### config.mk
export PLATFORM = sky130hd
export DESIGN_NAME = keypad_encoder
export DESIGN_NICKNAME = d
export VERILOG_FILES = /design/src/rtl/keypad_encoder.sv
export SDC_FILE = /design/constraint.sdc
export NUM_CORES = 1
export LEC_CHECK = 0
export CORE_UTILIZATION = 50
export DETAILED_ROUTE_END_ITERATION = 7
export HOLD_SLACK_MARGIN = 0.08
export PLACE_DENSITY = 0.71
export SKIP_CTS_REPAIR_TIMING = 1
export SLEW_MARGIN = 25
export SYNTH_ARGS = -nofsm -noshare
export SYNTH_HDL_FRONTEND = slang
export SYNTH_SLANG_ARGS = --single-unit
### constraint.sdc
create_clock -name clk -period 2.7 [get_ports clk]
set_input_delay 0.54 -clock clk [delete_from_list [all_inputs] [get_ports clk]]
set_output_delay 0.54 -clock clk [all_outputs]
set_load 0.05 [all_outputs]
### src/rtl/keypad_encoder.sv
// 4x4 matrix keypad scanner: walks an active-low column strobe, debounces
// presses and releases over scan ticks, and reports the accepted key code.
module keypad_encoder #(
  parameter int unsigned SCAN_DIV     = 1000,
  parameter int unsigned DEBOUNCE_CNT = 8
) (
  input  logic       clk,
  input  logic       rst,
  input  logic [3:0] row_in,
  output logic [3:0] col_out,
  output logic [3:0] key_code,
  output logic       key_valid,
  output logic       key_held
);

  localparam int unsigned DIV_W = (SCAN_DIV > 1) ? $clog2(SCAN_DIV) : 1;
  localparam int unsigned CNT_W = 8;
  localparam logic [DIV_W-1:0] DIV_LAST = DIV_W'(SCAN_DIV - 1);
  localparam logic [CNT_W-1:0] CNT_TGT  = CNT_W'(DEBOUNCE_CNT);

  typedef enum logic [1:0] {SCAN, DEBOUNCE, HELD} state_t;

  state_t           state, state_nxt;
  logic [3:0]       row_s1, rows;
  logic [DIV_W-1:0] div;
  logic [1:0]       col_idx, col_nxt;
  logic [3:0]       cand, cand_nxt, code_nxt;
  logic [CNT_W-1:0] cnt, cnt_nxt, rel, rel_nxt;
  logic             valid_nxt;
  logic             tick_c, hit_c;
  logic [1:0]       row_idx_c;
  logic [3:0]       samp_c;
  logic [CNT_W-1:0] cnt_inc_c, rel_inc_c;

  // Two-flop synchronizer; idle (all rows high) out of reset
  always_ff @(posedge clk or posedge rst) begin
    if (rst) begin
      row_s1 <= 4'hF;
      rows   <= 4'hF;
    end else begin
      row_s1 <= row_in;
      rows   <= row_s1;
    end
  end

  // Free-running dwell divider; the tick is its last count
  always_ff @(posedge clk or posedge rst) begin
    if (rst) div <= '0;
    else     div <= tick_c ? '0 : div + DIV_W'(1);
  end

  assign tick_c    = (div == DIV_LAST);
  assign hit_c     = (rows != 4'hF);
  assign samp_c    = {row_idx_c, col_idx};
  assign cnt_inc_c = cnt + CNT_W'(1);
  assign rel_inc_c = rel + CNT_W'(1);

  // Lowest-index low row wins
  always_comb begin
    row_idx_c = 2'd3;
    if      (!rows[0]) row_idx_c = 2'd0;
    else if (!rows[1]) row_idx_c = 2'd1;
    else if (!rows[2]) row_idx_c = 2'd2;
  end

  always_ff @(posedge clk or posedge rst) begin
    if (rst) state <= SCAN;
    else     state <= state_nxt;
  end

  // Next-state logic; every decision is taken on a tick only
  always_comb begin
    state_nxt = state;
    col_nxt   = col_idx;
    cand_nxt  = cand;
    cnt_nxt   = cnt;
    rel_nxt   = rel;
    code_nxt  = key_code;
    valid_nxt = 1'b0;
    case (state)
      SCAN: begin
        if (tick_c) begin
          rel_nxt = '0;
          if (hit_c) begin
            cand_nxt = samp_c;
            if (CNT_TGT <= CNT_W'(1)) begin
              code_nxt  = samp_c;
              valid_nxt = 1'b1;
              cnt_nxt   = '0;
              state_nxt = HELD;
            end else begin
              cnt_nxt   = CNT_W'(1);
              state_nxt = DEBOUNCE;
            end
          end else begin
            col_nxt = col_idx + 2'd1;
          end
        end
      end
      DEBOUNCE: begin
        if (tick_c) begin
          if (hit_c && (samp_c == cand)) begin
            if (cnt_inc_c >= CNT_TGT) begin
              code_nxt  = cand;
              valid_nxt = 1'b1;
              cnt_nxt   = '0;
              rel_nxt   = '0;
              state_nxt = HELD;
            end else begin
              cnt_nxt = cnt_inc_c;
            end
          end else begin
            cnt_nxt   = '0;
            state_nxt = SCAN;
          end
        end
      end
      HELD: begin
        // Any low row in the held column keeps the key held
        if (tick_c) begin
          if (hit_c) begin
            rel_nxt = '0;
          end else if (rel_inc_c >= CNT_TGT) begin
            rel_nxt   = '0;
            col_nxt   = col_idx + 2'd1;
            state_nxt = SCAN;
          end else begin
            rel_nxt = rel_inc_c;
          end
        end
      end
      default: begin
        cnt_nxt   = '0;
        rel_nxt   = '0;
        state_nxt = SCAN;
      end
    endcase
  end

  // Registered datapath and outputs
  always_ff @(posedge clk or posedge rst) begin
    if (rst) begin
      col_idx   <= 2'd0;
      col_out   <= 4'b1110;
      cand      <= 4'h0;
      cnt       <= '0;
      rel       <= '0;
      key_code  <= 4'h0;
      key_valid <= 1'b0;
      key_held  <= 1'b0;
    end else begin
      col_idx   <= col_nxt;
      col_out   <= ~(4'b0001 << col_nxt);
      cand      <= cand_nxt;
      cnt       <= cnt_nxt;
      rel       <= rel_nxt;
      key_code  <= code_nxt;
      key_valid <= valid_nxt;
      key_held  <= (state_nxt == HELD);
    end
  end

endmodule

run_1/m2.png
Scale: 4 px per um. Cells faint in the background.
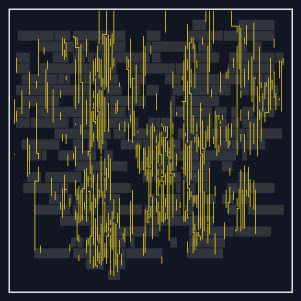
nets with wire on the layer = 198
wire length on this layer = 2,070 um
share of all routed wire = 49%
main direction = vertical
longest straight run = 27.2 um
total number of vias: 1,610
routing usage on met2: 31.1%
total routed wirelength: 4220 um

run_1/gates.png
Scale: 6 px per um.
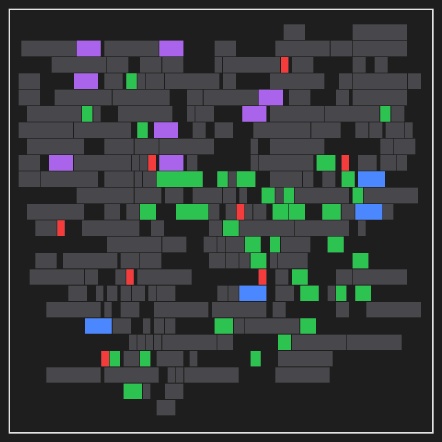
blue -> fa/ha/maj cells  # cells 4, most used ha_1
purple -> mux cells  # cells 8, most used mux2_2
red -> inv cells  # cells 8, most used inv_1
green -> aoi and oai cells  # cells 34, most used o21ai_0
logic gate fraction of the total cell area: 36.7%
count of placed standard cells in the final layout, fillers left out: 279
most frequently placed logic cell in the final layout: dfrtp_1

==> flow_summary.html, run 1 <==
<h2>Synthesis and place &amp; route</h2>
<table>
<tr><th>Metric</th><th>Value</th></tr>
<tr><th colspan="2">Run status</th></tr>
<tr><td>Outcome</td><td>finished, final reports clean</td></tr>
<tr><th colspan="2">Detailed routing</th></tr>
<tr><td>Detailed route wirelength on metal3</td><td>115 um</td></tr>
<tr><td>Sum of routed wire segments on met1</td><td>1970 um</td></tr>
<tr><td>DR vias/cell</td><td>5.77</td></tr>
<tr><td>Drt wl/cell</td><td>15.1 um</td></tr>
<tr><td>DR pass1 iterations</td><td>4</td></tr>
<tr><td>Highest Signal Layer</td><td>met4</td></tr>
<tr><td>DRC viols</td><td>0</td></tr>
<tr><td>Starting DRT DRC Count</td><td>139</td></tr>
<tr><td>ANT nets after route</td><td>0</td></tr>
<tr><th colspan="2">Min path</th></tr>
<tr><td>Worst min-delay path category</td><td>reg2reg</td></tr>
<tr><td>Hold path startpoint</td><td>row_s1[3]</td></tr>
<tr><td>Worst hold path depth</td><td>0</td></tr>
<tr><td>Worst Hold End</td><td>rows[3]</td></tr>
<tr><th colspan="2">Die</th></tr>
<tr><td>Die Span Y</td><td>70.4 um</td></tr>
<tr><td>Tapcell count</td><td>52</td></tr>
<tr><td>Row count</td><td>24</td></tr>
<tr><td>Die Size</td><td>4950 um^2</td></tr>
<tr><td>Placeable core region</td><td>4410 um^2</td></tr>
<tr><td>Die Width</td><td>70.4 um</td></tr>
<tr><td>Initial core utilization</td><td>52.9%</td></tr>
<tr><td>Top-level I/O count</td><td>16</td></tr>
<tr><th colspan="2">Setup path</th></tr>
<tr><td>Critical path startpoint category</td><td>register</td></tr>
<tr><td>Biggest fanout along the worst timing path</td><td>6</td></tr>
<tr><td>Capture instance of the worst register-to-register path</td><td>rel[6]</td></tr>
<tr><td>Launch instance of the worst register-to-register path</td><td>rows[1]</td></tr>
<tr><td>Crit path kind</td><td>reg2reg</td></tr>
<tr><td>Data required, critical path</td><td>2.85 ns</td></tr>
<tr><td>Worst-case register-to-register setup slack</td><td>0.39 ns</td></tr>
<tr><td>Sort of element at the end of the critical path</td><td>register</td></tr>
<tr><td>Worst r2r path cells</td><td>5</td></tr>
<tr><td>WP data arrival</td><td>2.46 ns</td></tr>
<tr><th colspan="2">Run</th></tr>
<tr><td>Log Warnings</td><td>28</td></tr>
<tr><td>Max-Cap Viols</td><td>0</td></tr>
<tr><th colspan="2">Cells and area</th></tr>
<tr><td>Top cell class by occupied area</td><td>registers</td></tr>
<tr><td>Non-clock buffer share of cell area</td><td>6.52%</td></tr>
<tr><td>Clock network area share</td><td>3.54%</td></tr>
<tr><td>Area taken by multi-input logic gates</td><td>972 um^2</td></tr>
<tr><td>Inverter tally of the final layout excluding the clock network</td><td>8</td></tr>
<tr><td>Buffers excl. clock</td><td>18</td></tr>
<tr><td>Antenna diodes</td><td>0</td></tr>
<tr><td>Top cells excl fill/tap</td><td>dfrtp_1 (41), nand2_1 (16), clkdlybuf4s50_1 (15), nor2_1 (13), nand3_1 (12)</td></tr>
<tr><td>Area growth from synthesis to final layout</td><td>13.4%</td></tr>
<tr><td>Filler Cells Inserted</td><td>353</td></tr>
<tr><td>Count of multi-input combinational gates</td><td>141</td></tr>
<tr><td>Clock buffer instance count of the final layout</td><td>7</td></tr>
<tr><td>Num sequential</td><td>52</td></tr>
<tr><td>Final layout net count</td><td>236</td></tr>
<tr><th colspan="2">Power</th></tr>
<tr><td>Switching part of the total power</td><td>20.9%</td></tr>
<tr><td>Net switching component of the power</td><td>267 uW</td></tr>
<tr><td>Proportion of power drawn by the clock network</td><td>35.2%</td></tr>
<tr><td>Part of the total power dissipated in sequential elements</td><td>62.1%</td></tr>
<tr><td>Clk pwr</td><td>450 uW</td></tr>
<tr><td>Leakage power of the design</td><td>0.00120 uW</td></tr>
<tr><td>Total power per unit cell area</td><td>482 nW/um^2</td></tr>
<tr><td>Internal power consumption</td><td>1010 uW</td></tr>
<tr><td>Main power-consuming group</td><td>sequential cells</td></tr>
<tr><td>Combinational fraction of design power</td><td>2.6%</td></tr>
<tr><td>P_comb</td><td>33.4 uW</td></tr>
<tr><td>Worst supply voltage drop on vdd</td><td>0.446 mV</td></tr>
<tr><th colspan="2">Final timing</th></tr>
<tr><td>Post-Route Skew</td><td>0.00860 ns</td></tr>
<tr><td>RSZ-0062 raised after global routing</td><td>no</td></tr>
<tr><td>Maximum clock rate</td><td>433 MHz</td></tr>
<tr><td>Worst slew slack as a fraction of its limit</td><td>60.5%</td></tr>
<tr><td>Final-report setup violation count</td><td>0</td></tr>
<tr><td>Transition time at the pin with the least slew margin</td><td>0.587 ns</td></tr>
<tr><td>Hold Vio Cnt, Final</td><td>0</td></tr>
<tr><td>Cycle use final</td><td>85.6%</td></tr>
<tr><td>Post-route setup TNS</td><td>0 ns</td></tr>
<tr><td>Number of max-slew violations in the final report</td><td>0</td></tr>
<tr><td>Clock period minus final worst setup slack</td><td>2.31 ns</td></tr>
<tr><th colspan="2">Global route</th></tr>
<tr><td>Number of global-route vias before repair</td><td>1,617</td></tr>
<tr><td>Antenna violations before repair</td><td>0</td></tr>
<tr><td>Global Route met1 Usage</td><td>25.3%</td></tr>
<tr><td>Most utilized layer in the global route result</td><td>met2</td></tr>
<tr><td>Global-route met3 utilization</td><td>3.90%</td></tr>
<tr><td>Global routing usage summed across all routing layers</td><td>19.0%</td></tr>
<tr><td>Global-route wire length before repair</td><td>7450 um</td></tr>
<tr><td>Total overflow reported by the global router</td><td>0</td></tr>
<tr><td>Maximum number of pins on one net before global-route repair</td><td>29</td></tr>
<tr><th colspan="2">Clock tree</th></tr>
<tr><td>Clock slew seen by the registers of the worst setup and hold paths</td><td>0.09 ns</td></tr>
<tr><td>TritonCTS clock tree</td><td>built</td></tr>
<tr><td>CTS max path bufs</td><td>2</td></tr>
<tr><td>Clock buffer count from CTS</td><td>5</td></tr>
<tr><td>CTS Root Buffer Type</td><td>clkbuf_8</td></tr>
<tr><td>CTS H-tree depth</td><td>2</td></tr>
<tr><td>Clk sink count</td><td>52</td></tr>
<tr><th colspan="2">Synth</th></tr>
<tr><td>Synth mux share</td><td>3.86%</td></tr>
<tr><td>Complex-gate fraction of the synthesized area</td><td>12.2%</td></tr>
<tr><td>Cell type with the largest total area after synthesis</td><td>dfrtp_1</td></tr>
<tr><td>Synthesized netlist net count</td><td>216</td></tr>
<tr><td>Post-synth seq share</td><td>56.3%</td></tr>
<tr><td>Ys flops</td><td>52</td></tr>
<tr><td>Post-synthesis share of cell area spent on and, or, nand and nor gates</td><td>19.7%</td></tr>
<tr><td>Number of unique standard cell types used by synthesis</td><td>43</td></tr>
<tr><td>Mean cell area of the mapped netlist</td><td>11.3 um^2</td></tr>
<tr><td>Ys cells</td><td>206</td></tr>
<tr><td>Xor and xnor fraction of the mapped netlist area</td><td>3.75%</td></tr>
<tr><td>Cells after synthesis</td><td>206</td></tr>
<tr><td>Post-synth area from yosys stat</td><td>2340 um^2</td></tr>
<tr><td>Tally of yosys warning messages</td><td>0</td></tr>
<tr><td>Top area cells in the synthesized netlist</td><td>dfrtp_1 (44%), dfstp_2 (12%), mux2_2 (3.9%), nand3_1 (2.6%), nand2_1 (2.6%)</td></tr>
<tr><td>Main combinational cell family by area after synthesis</td><td>simple AND/OR/NAND/NOR gates</td></tr>
<tr><td>Adder Area Share</td><td>2.14%</td></tr>
<tr><td>Cell area after synthesis</td><td>2340 um^2</td></tr>
<tr><td>Top-area cell share</td><td>43.9%</td></tr>
<tr><th colspan="2">Place</th></tr>
<tr><td>Dpl cells</td><td>271</td></tr>
<tr><td>Half-perimeter wire length after placement</td><td>3140 um</td></tr>
<tr><td>GP Congestion</td><td>0.788</td></tr>
<tr><td>Input/output buffers</td><td>15</td></tr>
</table>
run_1/ff_map.png
Scale: 6 px per um.
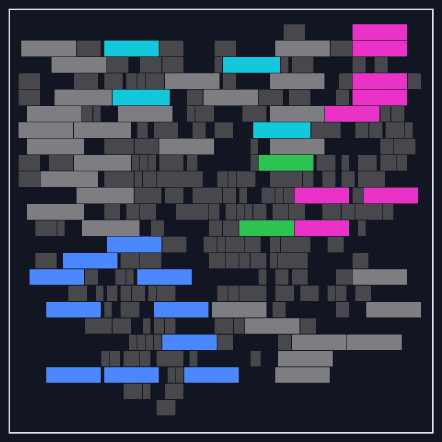
blue -> `div`  # sequential cells 10
green -> `state`  # sequential cells 2
cyan -> `col_out`  # sequential cells 4, where top center
magenta -> `cnt`  # sequential cells 8
not colored = 28
Sequential Area: 1320 um^2
core occupancy in the finished layout: 60.0%
sequential fraction of total cell area: 49.6%
total sequential power: 794 uW

run_1/closeup.png
Window x 15 to 55, y 29 to 69 um. Cells in gray, sequential cells in the stronger gray; small squares are vias.
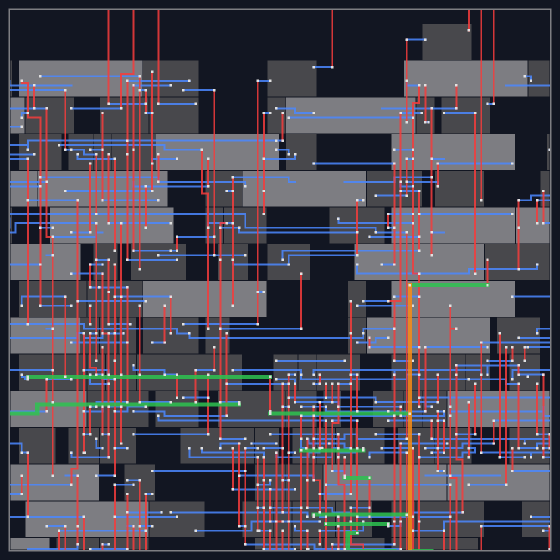
red -> M2
green -> M3
orange -> M4
blue -> M1
sequential cells in the window = 21
netlist names of flops here include = `col_out` (4), `rows` (4), `cand` (2)
cells with their middle in the window = 97
most frequent = dfrtp_1 (14), nand2_1 (9)

## run 1: registers in the layout (all words and copies together), names as in the netlist
register / flops
cnt: 8
key_held: 1
cand: 4
key_valid: 1
col_idx: 2
row_s1: 4
key_code: 4
rows: 4
col_out: 4
div: 10
state: 2
rel: 8
## run 1: how the worst max path moves through the flow
stage          cells after the start    start  slack, ns    endpoint
6_report                           5  rows[1]       0.39      rel[6]
5_1_grt                            5  rows[1]       0.29      rel[6]
4_1_cts                            5  rows[1]       0.39      rel[6]
3_5_place_dp                       5  rows[1]       0.42      rel[6]
3_3_place_gp                       5  rows[1]       0.53  col_out[0]
2_1_floorplan                      5  rows[1]       0.64  col_out[0]
## run 1: worst max-delay path, cell delays in order (launching register included)
cell	delay, ns
dfstp_2	0.58
inv_1	0.06
or4_4	0.53
a31o_2	0.30
o21ai_0	0.48
a21boi_0	0.22
## run 1: cells in the mapped netlist, drive strengths merged
cell,number
dfrtp,41
nand2,16
nor2,13
nand3,12
dfstp,11
o21ai,9
and2,8
inv,8
mux2,8
nand4,7
a21boi,6
xnor2,6
and3,5
clkbuf,5
ha,4
nor3,4
or4,4
xor2,4
a21oi,3
a311oi,3
a31o,3
a31oi,3
or3,3
nand2b,2
nand4b,2
nor2b,2
o211ai,2
o31ai,2
o41ai,2
a211oi,1
a32oi,1
nor3b,1
nor4b,1
o2111ai,1
o22a,1
o22ai,1
or2,1
## run 1: stage by stage
stage	hold slack [ns]	power (uW)	setup slack, ns	instance area [um^2]
finish	0.359	1280	0.390	2650
global route	0.364	1320	0.286	2650
CTS	0.360	1290	0.387	2650
detailed placement	0.347	843	0.418	2550
global placement	0.346	841	0.530	2550
floorplan	0.345	827	0.645	2340
==> run 2, diff against run 1 <==
--- a/config.mk
+++ b/config.mk
@@ -10,7 +10,7 @@
 export HOLD_SLACK_MARGIN = 0.08
 export PLACE_DENSITY = 0.71
 export SKIP_CTS_REPAIR_TIMING = 1
-export SLEW_MARGIN = 25
+export SLEW_MARGIN = 20
 export SYNTH_ARGS = -nofsm -noshare
 export SYNTH_HDL_FRONTEND = slang
 export SYNTH_SLANG_ARGS = --single-unit
run_2/congestion_map.png
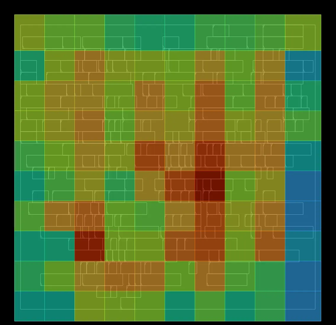
global-route met3 utilization: 3.90%
drt wl/cell: 15.1 um
global routing usage summed across all routing layers: 19.0%

run_2/m2.png
Scale: 4 px per um. Cells faint in the background.
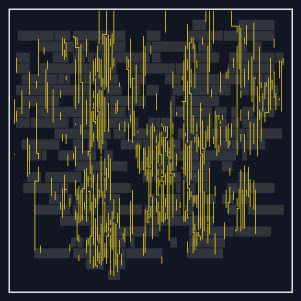
share of all routed wire = 49%
main direction = vertical
nets with wire on the layer = 198

==> run 2 against run 1 <==
Effect of this change: utilization did not move; power did not move; die area did not move; hold slack did not move; register-to-register slack barely moved; first-iteration DRC count did not move; non-clock buffer count did not move; clock power barely moved; synthesized cell count did not move; cell count did not move; sequential share of layout area did not move.
==> flow_summary.html, run 2 <==
<h2>Synthesis and place &amp; route</h2>
<table>
<tr><th>Metric</th><th>Value</th></tr>
<tr><th colspan="2">Run</th></tr>
<tr><td>Log Warnings</td><td>28</td></tr>
<tr><td>Max-Cap Viols</td><td>0</td></tr>
<tr><th colspan="2">Global route</th></tr>
<tr><td>Number of global-route vias before repair</td><td>1,617</td></tr>
<tr><td>Global-route wire length before repair</td><td>7450 um</td></tr>
<tr><td>Global Route met1 Usage</td><td>25.3%</td></tr>
<tr><td>Routing usage on met2</td><td>31.1%</td></tr>
<tr><td>Most utilized layer in the global route result</td><td>met2</td></tr>
<tr><td>Antenna violations before repair</td><td>0</td></tr>
<tr><td>Total overflow reported by the global router</td><td>0</td></tr>
<tr><td>Maximum number of pins on one net before global-route repair</td><td>29</td></tr>
<tr><th colspan="2">Synth</th></tr>
<tr><td>Cell type with the largest total area after synthesis</td><td>dfrtp_1</td></tr>
<tr><td>Top-area cell share</td><td>43.9%</td></tr>
<tr><td>Post-synth seq share</td><td>56.3%</td></tr>
<tr><td>Post-synth area from yosys stat</td><td>2340 um^2</td></tr>
<tr><td>Cells after synthesis</td><td>206</td></tr>
<tr><td>Mean cell area of the mapped netlist</td><td>11.3 um^2</td></tr>
<tr><td>Cell area after synthesis</td><td>2340 um^2</td></tr>
<tr><td>Cell with the most instances after synthesis</td><td>dfrtp_1</td></tr>
<tr><td>Ys cells</td><td>206</td></tr>
<tr><td>Synth cell count leaders</td><td>dfrtp_1 (41), nand2_1 (16), nor2_1 (13)</td></tr>
<tr><td>Synthesized netlist net count</td><td>216</td></tr>
<tr><td>Synth async-reset ratio</td><td>100%</td></tr>
<tr><td>Number of enable flip-flop cells</td><td>0</td></tr>
<tr><td>Ys flops</td><td>52</td></tr>
<tr><td>Number of unique standard cell types used by synthesis</td><td>43</td></tr>
<tr><td>Most used DFF post-synth</td><td>dfrtp_1</td></tr>
<tr><td>Tally of yosys warning messages</td><td>0</td></tr>
<tr><td>Top area cells in the synthesized netlist</td><td>dfrtp_1 (44%), dfstp_2 (12%), mux2_2 (3.9%), nand3_1 (2.6%), nand2_1 (2.6%)</td></tr>
<tr><th colspan="2">Final timing</th></tr>
<tr><td>Post-route setup TNS</td><td>0 ns</td></tr>
<tr><td>Maximum clock rate</td><td>433 MHz</td></tr>
<tr><td>RSZ-0062 raised after global routing</td><td>no</td></tr>
<tr><td>Hold Vio Cnt, Final</td><td>0</td></tr>
<tr><td>Final-report setup violation count</td><td>0</td></tr>
<tr><td>Worst slew slack as a fraction of its limit</td><td>60.5%</td></tr>
<tr><td>Transition time at the pin with the least slew margin</td><td>0.587 ns</td></tr>
<tr><td>Number of max-slew violations in the final report</td><td>0</td></tr>
<tr><td>Clock period minus final worst setup slack</td><td>2.31 ns</td></tr>
<tr><td>Cycle use final</td><td>85.6%</td></tr>
<tr><td>Post-Route Skew</td><td>0.00860 ns</td></tr>
<tr><td>Least setup slack across all paths after layout</td><td>0.390 ns</td></tr>
<tr><th colspan="2">Clock tree</th></tr>
<tr><td>CTS H-tree depth</td><td>2</td></tr>
<tr><td>Clock slew seen by the registers of the worst setup and hold paths</td><td>0.09 ns</td></tr>
<tr><td>Clock buffer count from CTS</td><td>5</td></tr>
<tr><td>CTS max path bufs</td><td>2</td></tr>
<tr><td>Clk sink count</td><td>52</td></tr>
<tr><td>TritonCTS clock tree</td><td>built</td></tr>
<tr><td>CTS Root Buffer Type</td><td>clkbuf_8</td></tr>
<tr><th colspan="2">Setup path</th></tr>
<tr><td>Critical path startpoint category</td><td>register</td></tr>
<tr><td>Worst-path cell chain</td><td>inv_1 -&gt; or4_4 -&gt; a31o_2 -&gt; o21ai_0 -&gt; a21boi_0</td></tr>
<tr><td>Biggest fanout along the worst timing path</td><td>6</td></tr>
<tr><td>Sort of element at the end of the critical path</td><td>register</td></tr>
<tr><td>Delay contributed by the slowest stage of the critical path</td><td>0.58 ns</td></tr>
<tr><td>WP data arrival</td><td>2.46 ns</td></tr>
<tr><td>Gate family responsible for the most delay along the worst path</td><td>AND-OR/OR-AND gates</td></tr>
<tr><td>Data required, critical path</td><td>2.85 ns</td></tr>
<tr><td>Cell with the largest stage delay on the worst path</td><td>dfstp_2</td></tr>
<tr><td>Worst Path Buf+Inv</td><td>1</td></tr>
<tr><td>Crit path kind</td><td>reg2reg</td></tr>
<tr><th colspan="2">Power</th></tr>
<tr><td>Internal power consumption</td><td>1010 uW</td></tr>
<tr><td>Total power per unit cell area</td><td>482 nW/um^2</td></tr>
<tr><td>Proportion of power drawn by the clock network</td><td>35.2%</td></tr>
<tr><td>Leakage power of the design</td><td>0.00120 uW</td></tr>
<tr><td>Final Power</td><td>1280 uW</td></tr>
<tr><td>Part of the total power dissipated in sequential elements</td><td>62.1%</td></tr>
<tr><td>Switching part of the total power</td><td>20.9%</td></tr>
<tr><td>Net switching component of the power</td><td>267 uW</td></tr>
<tr><td>Worst supply voltage drop on vdd</td><td>0.446 mV</td></tr>
<tr><td>Combinational fraction of design power</td><td>2.6%</td></tr>
<tr><th colspan="2">Place</th></tr>
<tr><td>Post-place setup slack</td><td>0.418 ns</td></tr>
<tr><td>Half-perimeter wire length after placement</td><td>3140 um</td></tr>
<tr><td>GP Congestion</td><td>0.788</td></tr>
<tr><td>Input/output buffers</td><td>15</td></tr>
<tr><th colspan="2">Detailed routing</th></tr>
<tr><td>Highest Signal Layer</td><td>met4</td></tr>
<tr><td>ANT nets after route</td><td>0</td></tr>
<tr><td>Total routed wirelength</td><td>4220 um</td></tr>
<tr><td>Sum of routed wire segments on met1</td><td>1970 um</td></tr>
<tr><td>Detailed route wirelength on metal3</td><td>115 um</td></tr>
<tr><td>DRC viols</td><td>0</td></tr>
<tr><td>Total number of vias</td><td>1,610</td></tr>
<tr><td>Starting DRT DRC Count</td><td>139</td></tr>
<tr><td>DR vias/cell</td><td>5.77</td></tr>
<tr><td>DR pass1 iterations</td><td>4</td></tr>
<tr><th colspan="2">Cells and area</th></tr>
<tr><td>Antenna diodes</td><td>0</td></tr>
<tr><td>Top cells excl fill/tap</td><td>dfrtp_1 (41), nand2_1 (16), clkdlybuf4s50_1 (15), nor2_1 (13), nand3_1 (12)</td></tr>
<tr><td>Most frequently placed logic cell in the final layout</td><td>dfrtp_1</td></tr>
<tr><td>Largest Register</td><td>div</td></tr>
<tr><td>Final layout net count</td><td>236</td></tr>
<tr><td>Filler Cells Inserted</td><td>353</td></tr>
<tr><td>Largest register FFs</td><td>10</td></tr>
<tr><td>Regs by FF count</td><td>div (10), cnt (8), rel (8)</td></tr>
<tr><td>Area growth from synthesis to final layout</td><td>13.4%</td></tr>
<tr><th colspan="2">Die</th></tr>
<tr><td>Top-level I/O count</td><td>16</td></tr>
<tr><td>Placeable core region</td><td>4410 um^2</td></tr>
<tr><td>Die Width</td><td>70.4 um</td></tr>
<tr><td>Die Size</td><td>4950 um^2</td></tr>
<tr><td>Die Span Y</td><td>70.4 um</td></tr>
<tr><td>Initial core utilization</td><td>52.9%</td></tr>
<tr><td>Row count</td><td>24</td></tr>
<tr><th colspan="2">Run status</th></tr>
<tr><td>Outcome</td><td>finished, final reports clean</td></tr>
<tr><th colspan="2">Min path</th></tr>
<tr><td>Worst min-delay path category</td><td>reg2reg</td></tr>
</table>
-- run 2: cell counts in the layout (fill, tap and decap cells not counted) --
No cell type changed its count.
-- run 2: final cells by class --
cell class	count	area, um^2	area share (%)
repair buffers	18	173	6.52
multi-input cells	141	972	36.7
well taps	52	65.1	2.46
clock inverters	1	7.51	0.283
inverters	8	30.0	1.13
clock buffers	7	86.3	3.26
flip-flops and latches	52	1320	49.6
-- run 2: cells by family after synthesis --
| group | count (synthesis) | synth area share [%] |
|---|---|---|
| compound gates | 38 | 12.2 |
| xor+xnor | 10 | 3.75 |
| fa+ha+maj | 4 | 2.14 |
| buf+inv | 13 | 2.09 |
| flops | 52 | 56.3 |
| mux | 8 | 3.86 |
| simple gates | 81 | 19.7 |
-- run 2: power by group through the flow --
stage | combinational, uW | sequential [uW] | clock, uW
after floorplan | 19.1 | 807 | 0
after global placement | 33.3 | 808 | 0
after detailed placement | 34.4 | 808 | 0
after CTS | 34.5 | 794 | 462
after global routing | 38.7 | 795 | 489
final | 33.4 | 794 | 450
-- run 2: final timing paths --
path                            cells after the start    endpoint       from  slack, ns
max in group asynchronous                           3  col_out[1]        rst       1.46
worst max-delay path                                5      rel[6]    rows[1]       0.39
worst max register to register                      5      rel[6]    rows[1]       0.39
worst min-delay path                                0     rows[3]  row_s1[3]       0.36
worst min register to register                      0     rows[3]  row_s1[3]       0.36
min in group asynchronous                           2      div[6]        rst       0.60
-- run 2: per-stage QoR --
step / instance area (um^2) / cells / util (%) / hold slack (ns)
final: 2650 / 279 / 60.0 / 0.359
after global routing: 2650 / 279 / 60.0 / 0.364
after CTS: 2650 / 279 / 60.0 / 0.360
after detailed placement: 2550 / 271 / 57.9 / 0.347
after global placement: 2550 / 271 / 57.9 / 0.346
after floorplan: 2340 / 206 / - / 0.345
run_2/gates.png
Scale: 6 px per um.
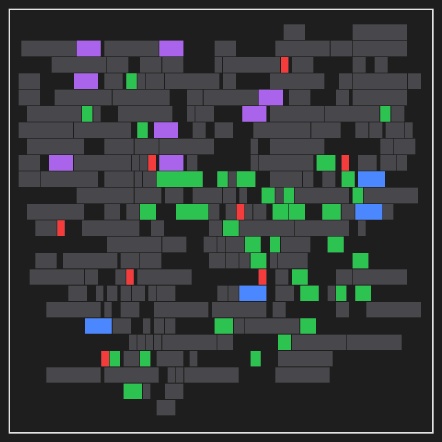

==> run 3, diff against run 2 <==
--- a/config.mk
+++ b/config.mk
@@ -5,10 +5,10 @@
 export SDC_FILE = /design/constraint.sdc
 export NUM_CORES = 1
 export LEC_CHECK = 0
-export CORE_UTILIZATION = 50
+export CORE_UTILIZATION = 40
 export DETAILED_ROUTE_END_ITERATION = 7
 export HOLD_SLACK_MARGIN = 0.08
-export PLACE_DENSITY = 0.71
+export PLACE_DENSITY = 0.6
 export SKIP_CTS_REPAIR_TIMING = 1
 export SLEW_MARGIN = 20
 export SYNTH_ARGS = -nofsm -noshare
run_3/gates.png
Scale: 6 px per um.
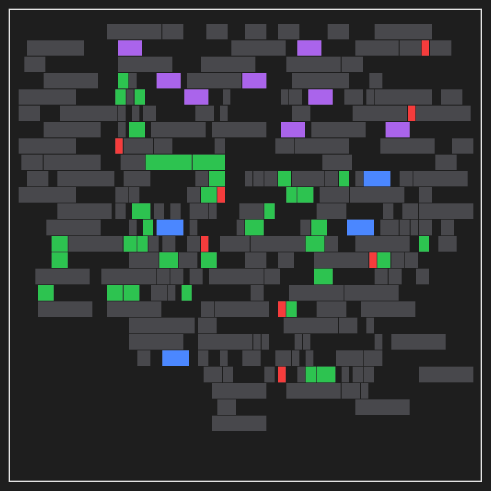
red -> inv cells  # cells 8, most used inv_1
purple -> mux cells  # cells 8, most used mux2_2
blue -> fa/ha/maj cells  # cells 4, most used ha_1
green -> aoi and oai cells  # cells 34, most used o21ai_0
count of placed standard cells in the final layout, fillers left out: 299
logic gate fraction of the total cell area: 35.8%

run_3/ff_map.png
Scale: 6 px per um.
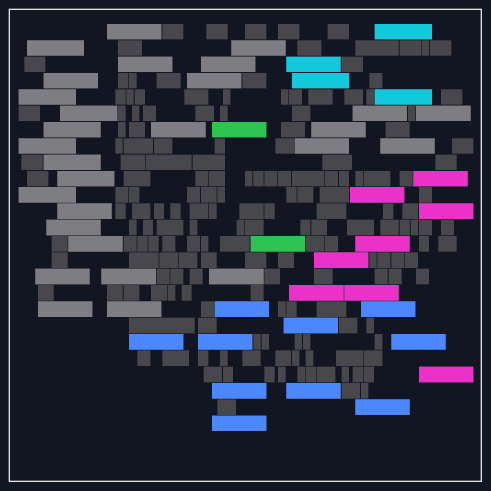
blue -> `div`  # sequential cells 10
magenta -> `cnt`  # sequential cells 8, where middle right
cyan -> `col_out`  # sequential cells 4, where upper right
green -> `state`  # sequential cells 2
not colored = 28
core occupancy in the finished layout: 48.8%
sequential fraction of total cell area: 48.4%

==> run 3 against run 2 <==
Effect of this change: design area is 2.6% higher; power is 9.6% higher; global-route usage down 4.3 points; utilization down 11 points; first-iteration DRC count is 51% lower; flip-flop count unchanged; critical path depth rose by 1; clock power up 27%; die area is 24% higher; via count shrank 1.2%; largest cell class unchanged; highest routed layer unchanged.
==> flow_summary.html, run 3 <==
<h2>Synthesis and place &amp; route</h2>
<table>
<tr><th>Metric</th><th>Value</th></tr>
<tr><th colspan="2">Run status</th></tr>
<tr><td>Outcome</td><td>finished, final reports clean</td></tr>
<tr><th colspan="2">Clock tree</th></tr>
<tr><td>Clock slew seen by the registers of the worst setup and hold paths</td><td>0.09 ns</td></tr>
<tr><td>Clk sink count</td><td>52</td></tr>
<tr><td>CTS H-tree depth</td><td>2</td></tr>
<tr><td>CTS max path bufs</td><td>2</td></tr>
<tr><td>TritonCTS clock tree</td><td>built</td></tr>
<tr><th colspan="2">Final timing</th></tr>
<tr><td>Post-route setup TNS</td><td>0 ns</td></tr>
<tr><td>Final-report setup violation count</td><td>0</td></tr>
<tr><td>WHS</td><td>0.359 ns</td></tr>
<tr><td>Cycle use final</td><td>84.2%</td></tr>
<tr><td>Hold Vio Cnt, Final</td><td>0</td></tr>
<tr><td>Maximum clock rate</td><td>440 MHz</td></tr>
<tr><td>Clock period minus final worst setup slack</td><td>2.27 ns</td></tr>
<tr><td>Transition time at the pin with the least slew margin</td><td>0.590 ns</td></tr>
<tr><th colspan="2">Synth</th></tr>
<tr><td>Post-synth seq share</td><td>56.3%</td></tr>
<tr><td>Tally of yosys warning messages</td><td>0</td></tr>
<tr><td>Cell area after synthesis</td><td>2340 um^2</td></tr>
<tr><td>Ys cells</td><td>206</td></tr>
<tr><td>Number of unique standard cell types used by synthesis</td><td>43</td></tr>
<tr><td>Top-area cell share</td><td>43.9%</td></tr>
<tr><td>Number of enable flip-flop cells</td><td>0</td></tr>
<tr><td>Synthesized netlist net count</td><td>216</td></tr>
<tr><td>Most used DFF post-synth</td><td>dfrtp_1</td></tr>
<tr><td>Mean cell area of the mapped netlist</td><td>11.3 um^2</td></tr>
<tr><td>Synth async-reset ratio</td><td>100%</td></tr>
<tr><th colspan="2">Die</th></tr>
<tr><td>Placeable core region</td><td>5570 um^2</td></tr>
<tr><td>Top-level I/O count</td><td>16</td></tr>
<tr><td>Die Width</td><td>78.4 um</td></tr>
<tr><td>Row count</td><td>27</td></tr>
<tr><td>Die Span Y</td><td>78.4 um</td></tr>
<tr><td>Die Size</td><td>6150 um^2</td></tr>
<tr><td>Initial core utilization</td><td>41.9%</td></tr>
<tr><th colspan="2">Power</th></tr>
<tr><td>Leakage power of the design</td><td>0.00122 uW</td></tr>
<tr><td>Proportion of power drawn by the clock network</td><td>40.9%</td></tr>
<tr><td>Total power per unit cell area</td><td>515 nW/um^2</td></tr>
<tr><td>Net switching component of the power</td><td>271 uW</td></tr>
<tr><td>Final Power</td><td>1400 uW</td></tr>
<tr><td>Part of the total power dissipated in sequential elements</td><td>56.7%</td></tr>
<tr><td>Worst supply voltage drop on vdd</td><td>0.317 mV</td></tr>
<tr><td>Switching part of the total power</td><td>19.3%</td></tr>
<tr><td>Internal power consumption</td><td>1130 uW</td></tr>
<tr><td>Combinational fraction of design power</td><td>2.4%</td></tr>
<tr><th colspan="2">Cells and area</th></tr>
<tr><td>Largest Register</td><td>div</td></tr>
<tr><td>Top cells excl fill/tap</td><td>dfrtp_1 (41), nand2_1 (16), clkdlybuf4s50_1 (15), nor2_1 (13), nand3_1 (12)</td></tr>
<tr><td>Largest register FFs</td><td>10</td></tr>
<tr><td>Filler Cells Inserted</td><td>518</td></tr>
<tr><td>Antenna diodes</td><td>0</td></tr>
<tr><td>Most frequently placed logic cell in the final layout</td><td>dfrtp_1</td></tr>
<tr><th colspan="2">Place</th></tr>
<tr><td>Half-perimeter wire length after placement</td><td>2870 um</td></tr>
<tr><th colspan="2">Run</th></tr>
<tr><td>Max-Cap Viols</td><td>0</td></tr>
<tr><td>Log Warnings</td><td>28</td></tr>
<tr><th colspan="2">Setup path</th></tr>
<tr><td>Launch instance of the worst register-to-register path</td><td>div[0]</td></tr>
<tr><td>Biggest fanout along the worst timing path</td><td>4</td></tr>
<tr><td>Crit path kind</td><td>reg2reg</td></tr>
<tr><td>Capture instance of the worst register-to-register path</td><td>col_out[0]</td></tr>
<tr><td>Crit. Startpoint</td><td>div[0]</td></tr>
<tr><td>Worst-case register-to-register setup slack</td><td>0.43 ns</td></tr>
<tr><td>Worst r2r path cells</td><td>6</td></tr>
<tr><td>Critical path startpoint category</td><td>register</td></tr>
<tr><td>Capture point of the worst path</td><td>col_out[0]</td></tr>
<tr><th colspan="2">Detailed routing</th></tr>
<tr><td>Starting DRT DRC Count</td><td>68</td></tr>
<tr><td>ANT nets after route</td><td>0</td></tr>
<tr><td>DR vias/cell</td><td>5.32</td></tr>
<tr><td>Total routed wirelength</td><td>3950 um</td></tr>
<tr><td>Total number of vias</td><td>1,590</td></tr>
<tr><td>DRC viols</td><td>0</td></tr>
<tr><td>Drt wl/cell</td><td>13.2 um</td></tr>
<tr><th colspan="2">Global route</th></tr>
<tr><td>Antenna violations before repair</td><td>0</td></tr>
<tr><td>Global routing usage summed across all routing layers</td><td>14.7%</td></tr>
<tr><td>Maximum number of pins on one net before global-route repair</td><td>32</td></tr>
<tr><td>Number of global-route vias before repair</td><td>1,543</td></tr>
<tr><td>Global-route wire length before repair</td><td>7050 um</td></tr>
<tr><th colspan="2">Min path</th></tr>
<tr><td>Worst Hold End</td><td>rows[0]</td></tr>
<tr><td>Worst min-delay path category</td><td>reg2reg</td></tr>
</table>
run 3: cell count changes in the layout (fill, tap and decap cells not counted):
cell / previous run / this run
buf_12: 0 / 1
clkbuf_1: 1 / 0
buf_4: 3 / 2
clkbuf_8: 6 / 7
bufinv_16: 0 / 1
clkinvlp_4: 1 / 0
run 3: power by group through the flow:
stage	Clock, uW	Combinational (uW)	Sequential, uW
after detailed placement	0	36.1	808
after CTS	591	36.1	794
after floorplan	0	19.1	807
final	573	34.2	794
after global placement	0	36.3	808
after global routing	614	40.0	795
run 3: stage by stage:
step / setup slack (ns) / std cells / instance area, um^2
after floorplan: 0.645 / 206 / 2340
after global placement: 0.528 / 291 / 2590
after detailed placement: 0.444 / 291 / 2590
after CTS: 0.418 / 299 / 2720
after global routing: 0.250 / 299 / 2720
final: 0.427 / 299 / 2720
run 3: cells by family (layout without fill, tap and decap cells):
family                     count (synthesis)  in the layout  synth area share [%]
adders and majority gates                  4              4                  2.14
buffers and inverters                     13             34                  2.09
and+or+nand+nor                           81             81                  19.7
muxes                                      8              8                  3.86
xor gates and xnor gates                  10             10                  3.75
AOI/OAI and AO/OA                         38             38                  12.2
DFF                                       52             52                  56.3
run 3: layer usage:
metal	wire [um]	GRT usage (%)
met5	0	0
met3	112	3.49
met4	69	5.74
met2	1800	22.6
met1	1970	20.0
run 3: cell type report:
class	instances	area [um^2]	area share, %
Clock inverter	1	30.0	1.10
Inverter	8	30.0	1.10
Clock buffer	7	96.3	3.54
Tap cell	72	90.1	3.31
Multi-Input combinational cell	141	972	35.8
Sequential cell	52	1320	48.4
Timing Repair Buffer	18	185	6.81
run 3: worst max-delay path, cell delays in order (launching register included):
cell and delay [ns]:
dfrtp_1 0.40, ha_1 0.25, nand4b_1 0.22, or4_4 0.48, a311oi_2 0.36, nand2_1 0.16, mux2_2 0.28
Power is estimated from default activity; no workload was simulated.
